clk_routes.png
Bar = 20 µm.
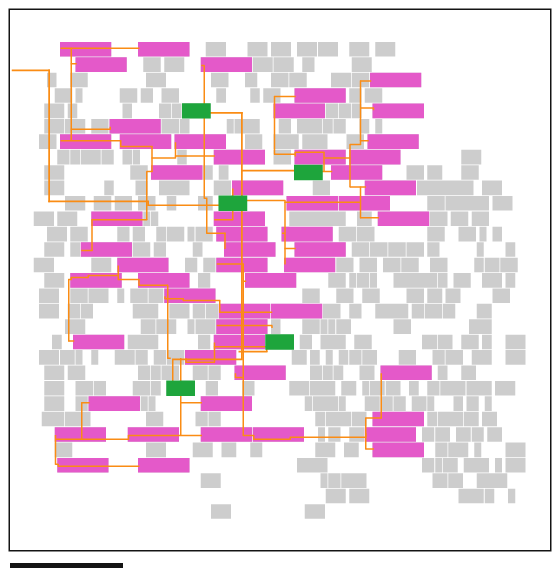
io_placement.png
Pins as bars across the die edge, other pins in gray.
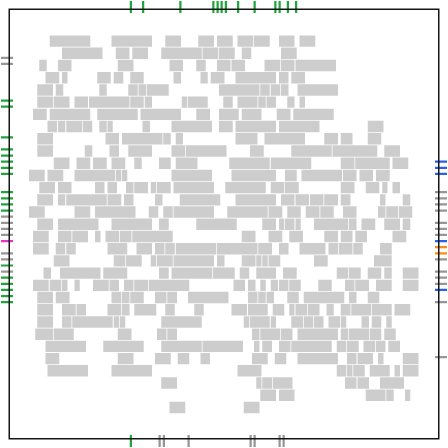
flops_by_reg.png
Other sequential cells in the stronger gray, the rest of the logic in the fainter gray.
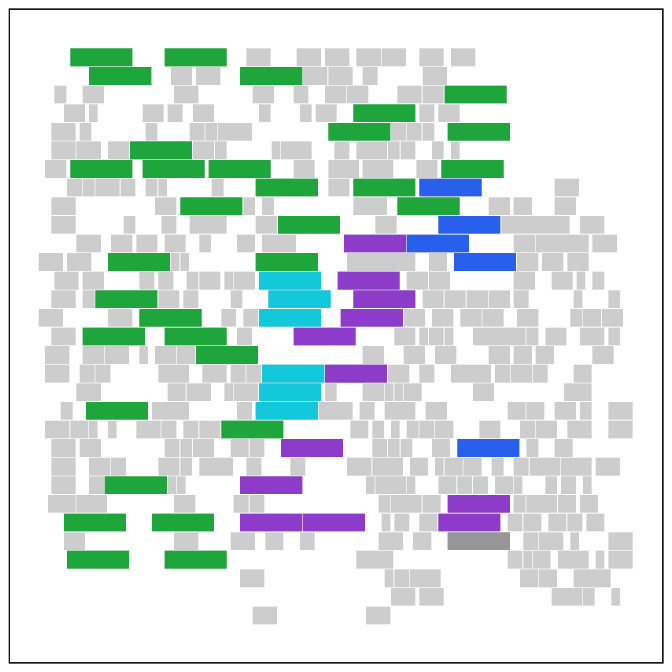
Design grf_hazard_ctrl, sky130hd; sources not shown.
==> notes.md <==
yosys + openroad results -> worst-path fanout max=3, clock sinks=56, Max-cap violations=0, Worst slew margin=55.3%, DRT iter0 DRCs=78, Final Critical Period=4.11 ns, NumNets Final=407, crit-path cells=clkdlybuf4s15_2, buf_4, xor2_1, nor4_4, o211ai_1, a31oi_2, nand2_1, ha_1, a221oi_2, o311a_1, nor2_2, nor2_2, buf_2, Post-Route Setup TNS=0 ns, syn_nets=313, number of global-route vias before repair=2575, post-CTS setup buffer count=1, status=finished, final reports clean, path length in cells of the critical path=13, crit end category=output pin, All-Layer GR Usage=17.6%, clk root buf=clkbuf_8, total power=949 µW, period utilization=96.1%, Comb area=1630 µm², min setup slack post-route=0.167 ns, Slowest-stage cell, CP=o311a_1, setup violators final=0, worst slew pin tran=0.670 ns, reg2reg setup slack=0.86 ns, maximum VDD drop=117 µV, pwr/cell area=231 nW/µm², hold buffer count at CTS=0, placed inst area=3980 µm², DRT antenna net count=0, Max Freq=243 MHz, top logic cells by instance count in the layout=dfrtp_1, clkdlybuf4s50_1, xnor2_1, slowest stage delay, CP=0.29 ns, Num CTS Buffers=5, Pins Over Slew Limit=0, layout cells sized above 1=18.8%, DRT Wirelength=7490 µm, IO Count=69, chip area=9090 µm², WP data required=3.42 ns, Via-to-Cell Ratio=5.19, delay-heaviest family, CP=AND-OR/OR-AND gates, Worst Path Buf+Inv=3, Filler cells=630, Cell Rows=31
## Picture notes: clk_routes.png
clock wires: drawn in orange, length 655 µm. flip-flops: drawn in magenta, count 56. clock drivers: drawn in green, count 5.
There are 6 routed clock nets.
clk_skew: 0.00625 ns
Clk Latency, worst-skew pair: 0.31 ns

## Picture notes: io_placement.png
D_Tuse2: drawn in orange, pins 2, direction input, edge right. D_Valid: drawn in magenta, pins 1, direction input, edge left. StallCnt: drawn in green, pins 32, direction output, edge 18 left, 13 top, 1 bottom. W_A3: drawn in blue, pins 5, direction output, edge right.
DIE HEIGHT: 95.3 µm
Port Buf Inserts: 68
DIE WIDTH: 95.3 µm

## Picture notes: flops_by_reg.png
m_next: drawn in cyan, flops 6, where middle. W_A3: drawn in blue, flops 5. StallCnt: drawn in green, flops 32. slot_q: drawn in purple, flops 12.
flop share of the area: 34.1%
Power Sequential: 550 µW
sequential cell area: 1400 µm²
fin util: 56.1%

power by group:
group	leakage (nW)	total (mW)	internal [mW]	switching, mW
logic	0.965	0.112	0.0577	0.0544
clock network	0.0479	0.287	0.115	0.172
registers	0.766	0.550	0.537	0.0122
total	1.78	0.949	0.710	0.239
routing by layer:
metal | vias up | global-route usage (%) | share of wire [%]
met5 | - | 0 | 0
met4 | 0 | 4.93 | 1.5
met3 | 10 | 3.63 | 6.2
met2 | 78 | 27.2 | 46
met1 | 1176 | 25.1 | 47
li1 | 1207 | - | -
layout make-up:
class | count | share of cell area (%)
sequential | 56 | 34.1
multi-input combinational | 211 | 39.5
clock buffer | 5 | 1.67
clock inverter | 3 | 0.456
timing repair buffer | 95 | 20.6
inverter | 7 | 0.639
tap | 99 | 3.01
Power and IR drop assume default switching activity.
